<file path="config.mk">
export PLATFORM = sky130hd
export DESIGN_NAME = mod_timing_counter_flat
export DESIGN_NICKNAME = d
export VERILOG_FILES = /design/src/rtl/mod_timing_counter_pkg.sv /design/src/rtl/mod_timing_counter_if.sv /design/src/rtl/mod_timing_counter_step.sv /design/src/rtl/mod_timing_counter.sv /design/src/flat_wrapper.sv
export SDC_FILE = /design/constraint.sdc
export NUM_CORES = 1
export LEC_CHECK = 0
export CAP_MARGIN = 30
export CORE_UTILIZATION = 59
export DETAILED_ROUTE_END_ITERATION = 8
export GPL_TIMING_DRIVEN = 0
export PLACE_DENSITY = 0.85
export SYNTH_ARGS = -nofsm -noshare
export SYNTH_HDL_FRONTEND = slang
export SYNTH_SLANG_ARGS = --single-unit
</file>
<file path="constraint.sdc">
create_clock -name clk_sig -period 5.3 [get_ports clk_sig]
set_input_delay 0.53 -clock clk_sig [delete_from_list [all_inputs] [get_ports clk_sig]]
set_output_delay 0.53 -clock clk_sig [all_outputs]
set_load 0.1 [all_outputs]
</file>
<file path="src/rtl/mod_timing_counter_pkg.sv">
// Shared constants and helpers for the symbol timing counter.
package timing_pkg;

    localparam logic [1:0] ADJ_NONE = 2'b00;
    localparam logic [1:0] ADJ_ADV  = 2'b01;
    localparam logic [1:0] ADJ_RET  = 2'b10;

    localparam logic DIR_UP   = 1'b0;
    localparam logic DIR_DOWN = 1'b1;

    localparam int MOD_MAX_W = 32;

    // A programmed modulus of 0 selects the full 2^width range.
    function automatic logic [MOD_MAX_W:0] eff_mod(input logic [MOD_MAX_W-1:0] m,
                                                   input int unsigned width);
        logic [MOD_MAX_W:0] r;
        if (m == '0) begin
            r = {{MOD_MAX_W{1'b0}}, 1'b1} << width;
        end else begin
            r = {1'b0, m};
        end
        return r;
    endfunction

endpackage

</file>
<file path="src/rtl/mod_timing_counter_if.sv">
// Control and status bundle between the timing counter and its user.
interface mod_timing_counter_if #(
    parameter int WIDTH = 8
);
    logic             en_sig;
    logic             clr_sig;
    logic             load_sig;
    logic [WIDTH-1:0] load_val_sig;
    logic [WIDTH-1:0] mod_sig;
    logic             dir_sig;
    logic [1:0]       adj_sig;
    logic [WIDTH-1:0] counter_sig;
    logic             tc_sig;
    logic             half_sig;

    modport master (
        output en_sig, clr_sig, load_sig, load_val_sig, mod_sig, dir_sig, adj_sig,
        input  counter_sig, tc_sig, half_sig
    );

    modport slave (
        input  en_sig, clr_sig, load_sig, load_val_sig, mod_sig, dir_sig, adj_sig,
        output counter_sig, tc_sig, half_sig
    );
endinterface

</file>
<file path="src/rtl/mod_timing_counter_step.sv">
// Combinational modulo step: next count, wrap flag and centre-hit flag.
// Single conditional subtract/add of M; M=1 and out-of-range counts are special-cased.
module mod_step
    import timing_pkg::*;
#(
    parameter int WIDTH = 8
) (
    input  logic [WIDTH-1:0] i_cur,
    input  logic [WIDTH:0]   i_mod,
    input  logic             i_dir,
    input  logic [1:0]       i_step,
    output logic [WIDTH-1:0] o_next,
    output logic             o_wrap,
    output logic             o_half
);
    localparam logic [WIDTH:0]   ONE_X = {{WIDTH{1'b0}}, 1'b1};
    localparam logic [WIDTH-1:0] ONE_W = {{(WIDTH-1){1'b0}}, 1'b1};

    logic [WIDTH:0]   w_cur_ext;
    logic [WIDTH:0]   w_step_ext;
    logic [WIDTH:0]   w_sum;
    logic [WIDTH:0]   w_diff;
    logic [WIDTH:0]   w_half_pt;
    logic [WIDTH-1:0] w_up_wrap;
    logic [WIDTH-1:0] w_dn_wrap;
    logic [WIDTH-1:0] w_last;
    logic             w_moving;

    assign w_cur_ext  = {1'b0, i_cur};
    assign w_step_ext = {{(WIDTH-1){1'b0}}, i_step};
    assign w_sum      = w_cur_ext + w_step_ext;
    assign w_diff     = w_cur_ext - w_step_ext;
    assign w_half_pt  = i_mod >> 1;
    assign w_up_wrap  = w_sum[WIDTH-1:0] - i_mod[WIDTH-1:0];
    assign w_dn_wrap  = w_diff[WIDTH-1:0] + i_mod[WIDTH-1:0];
    assign w_last     = i_mod[WIDTH-1:0] - ONE_W;
    assign w_moving   = (i_step != 2'd0);

    always_comb begin
        o_next = i_cur;
        o_wrap = 1'b0;
        if (!w_moving) begin
            o_next = i_cur;
        end else if (i_mod == ONE_X) begin
            o_next = '0;
            o_wrap = 1'b1;
        end else if (w_cur_ext >= i_mod) begin
            // Count stranded above a freshly lowered modulus: snap to the boundary.
            o_next = (i_dir == DIR_DOWN) ? w_last : '0;
            o_wrap = 1'b1;
        end else if (i_dir == DIR_UP) begin
            if (w_sum >= i_mod) begin
                o_next = w_up_wrap;
                o_wrap = 1'b1;
            end else begin
                o_next = w_sum[WIDTH-1:0];
            end
        end else begin
            if (w_diff[WIDTH]) begin
                o_next = w_dn_wrap;
                o_wrap = 1'b1;
            end else begin
                o_next = w_diff[WIDTH-1:0];
            end
        end
    end

    assign o_half = w_moving && ({1'b0, o_next} == w_half_pt);

endmodule

</file>
<file path="src/rtl/mod_timing_counter.sv">
// Programmable-modulus symbol timing counter with phase nudge and tc/half strobes.
// All outputs registered, one edge after the sampled inputs; no backpressure.
module mod_timing_counter
    import timing_pkg::*;
#(
    parameter int WIDTH   = 8,
    parameter int RST_VAL = 0
) (
    input  logic                 clk_sig,
    input  logic                 reset_sig,
    mod_timing_counter_if.slave  bus
);
    localparam logic [WIDTH-1:0] ONE_W = {{(WIDTH-1){1'b0}}, 1'b1};

    logic [WIDTH-1:0] r_counter;
    logic             r_tc;
    logic             r_half;

    logic [WIDTH:0]   w_mod;
    logic [WIDTH-1:0] w_mod_last;
    logic [WIDTH-1:0] w_load;
    logic [1:0]       w_step;
    logic [WIDTH-1:0] w_next;
    logic             w_wrap;
    logic             w_half;

    assign w_mod      = (WIDTH+1)'(eff_mod(MOD_MAX_W'(bus.mod_sig), WIDTH));
    assign w_mod_last = w_mod[WIDTH-1:0] - ONE_W;
    assign w_load     = ({1'b0, bus.load_val_sig} >= w_mod) ? w_mod_last : bus.load_val_sig;

    always_comb begin
        w_step = 2'd1;
        case (bus.adj_sig)
            ADJ_NONE: w_step = 2'd1;
            ADJ_ADV:  w_step = 2'd2;
            ADJ_RET:  w_step = 2'd0;
            default:  w_step = 2'd1;
        endcase
    end

    mod_step #(
        .WIDTH (WIDTH)
    ) u_step (
        .i_cur  (r_counter),
        .i_mod  (w_mod),
        .i_dir  (bus.dir_sig),
        .i_step (w_step),
        .o_next (w_next),
        .o_wrap (w_wrap),
        .o_half (w_half)
    );

    always_ff @(posedge clk_sig or posedge reset_sig) begin
        if (reset_sig) begin
            r_counter <= WIDTH'(RST_VAL);
            r_tc      <= 1'b0;
            r_half    <= 1'b0;
        end else begin
            r_tc   <= 1'b0;
            r_half <= 1'b0;
            if (bus.clr_sig) begin
                r_counter <= '0;
            end else if (bus.load_sig) begin
                r_counter <= w_load;
            end else if (bus.en_sig) begin
                r_counter <= w_next;
                r_tc      <= w_wrap;
                r_half    <= w_half;
            end
        end
    end

    assign bus.counter_sig = r_counter;
    assign bus.tc_sig      = r_tc;
    assign bus.half_sig    = r_half;

endmodule

</file>
<file path="src/flat_wrapper.sv">
// flat-port wrapper written by rule: the top's interface ports become plain ports
module mod_timing_counter_flat import timing_pkg::*;
#(
    parameter int WIDTH   = 8,
    parameter int RST_VAL = 0
)
  (clk_sig, reset_sig, bus_en_sig, bus_clr_sig, bus_load_sig, bus_load_val_sig, bus_mod_sig, bus_dir_sig, bus_adj_sig, bus_counter_sig, bus_tc_sig, bus_half_sig);
  mod_timing_counter_if #(.WIDTH(WIDTH)) bus_i ();
  input  logic clk_sig;
  input  logic reset_sig;
  input wire logic [$bits(bus_i.en_sig)-1:0] bus_en_sig;
  input wire logic [$bits(bus_i.clr_sig)-1:0] bus_clr_sig;
  input wire logic [$bits(bus_i.load_sig)-1:0] bus_load_sig;
  input wire logic [$bits(bus_i.load_val_sig)-1:0] bus_load_val_sig;
  input wire logic [$bits(bus_i.mod_sig)-1:0] bus_mod_sig;
  input wire logic [$bits(bus_i.dir_sig)-1:0] bus_dir_sig;
  input wire logic [$bits(bus_i.adj_sig)-1:0] bus_adj_sig;
  output wire logic [$bits(bus_i.counter_sig)-1:0] bus_counter_sig;
  output wire logic [$bits(bus_i.tc_sig)-1:0] bus_tc_sig;
  output wire logic [$bits(bus_i.half_sig)-1:0] bus_half_sig;
  assign bus_i.en_sig = bus_en_sig;
  assign bus_i.clr_sig = bus_clr_sig;
  assign bus_i.load_sig = bus_load_sig;
  assign bus_i.load_val_sig = bus_load_val_sig;
  assign bus_i.mod_sig = bus_mod_sig;
  assign bus_i.dir_sig = bus_dir_sig;
  assign bus_i.adj_sig = bus_adj_sig;
  assign bus_counter_sig = bus_i.counter_sig;
  assign bus_tc_sig = bus_i.tc_sig;
  assign bus_half_sig = bus_i.half_sig;
  mod_timing_counter #(.WIDTH(WIDTH), .RST_VAL(RST_VAL)) u_core (.clk_sig(clk_sig), .reset_sig(reset_sig), .bus(bus_i));
endmodule
</file>
==> results.cfg <==
; implementation run metrics
[worst_hold_path]
hp-class = in -> async

[power_and_ir_drop]
p_comb_frac = 0.768
pwr_density_cell_mw_per_mm2 = 223
p_sw_mw = 0.403
seq_power_share = 0.124
power_clock_mw = 0.0827
p_comb_mw = 0.588

[status]
status = completed

[worst_setup_path]
critPathCapture = u_core.bus.half_sig
r2r-start = u_core.bus.counter_sig[1]
crit_path_top_delay_cell = clkdlybuf4s50_1
r2r_end = u_core.bus.half_sig
crit_arrival_ps = 5300
cp.depth = 17

[layout]
area_growth_pct = 14.1
layout.nets = 502
clkbuf_count = 3
final-nonclk-buf-share = 0.124

[synth]
synthTopCellsByArea = ha_1, dfrtp_1, xnor2_1, a21oi_1, nor2_1
top_area_cell = ha_1
ys_sh_mux = 0.0383
xor_area_frac = 0.0728
synth_flop_count = 10
synth_top_cell_by_count = ha_1
ys_seq_share = 0.0832
simple_gate_share = 0.246
synthArstFlopShare = 1.00

[floorplan]
io_pins = 34
die-area_sq_mm = 0.00539
fp_util = 0.624

[final_timing]
setup_viol = 0
setup_tns_ps = 0

[placed_design]
dp_hpwl_mm = 7.61
routabilityCongestion = 0.954
io_buffers = 29

[clock_tree]
cts-root-buf = clkbuf_8
insertion_delay_ps = 240
cts_buffers = 3

[global_route]
grt_pass1_wl_mm = 15.0
use_met1 = 0.483

[drt]
wl_met2_mm = 4.29
vias = 3256
top_layer = met4
wl_met1_mm = 4.13
Figure 1. Cell outlines without signal wires.
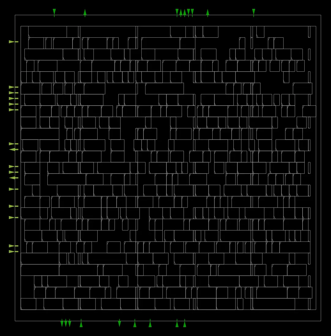
Layout fillers: 423
fin util: 0.712
core area: 0.00482 sq mm
flop share of the area: 0.0729
Site Rows: 25

Figure 2. Pin map.
(6 px per um) Pins as bars across the die edge, other pins in gray.
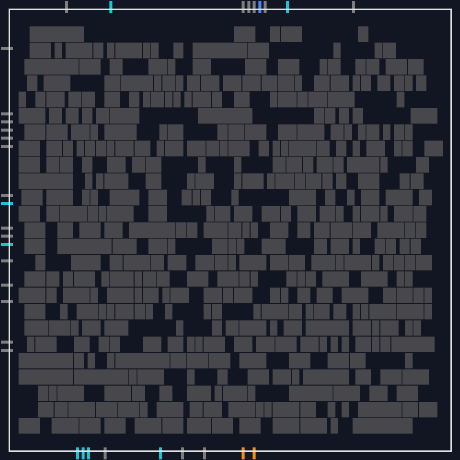
legend:
  bus_adj_sig:
    color: orange
    pins: 2
    direction: input
    edge: bottom
  bus_counter_sig:
    color: cyan
    pins: 8
    direction: output
    edge: 4 bottom, 2 left, 2 top
  bus_dir_sig:
    color: blue
    pins: 1
    direction: input
    edge: top
all pins by edge: 16 left, 9 bottom, 9 top

Figure 3. Wires at chosen ports, followed through buffers.
(4 px per um)
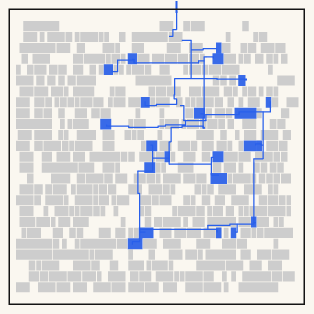
legend:
  bus_dir_sig:
    color: blue
    direction: input
    edge: top
    end_cells: 22
    buffers: 3
    wire: 308 um

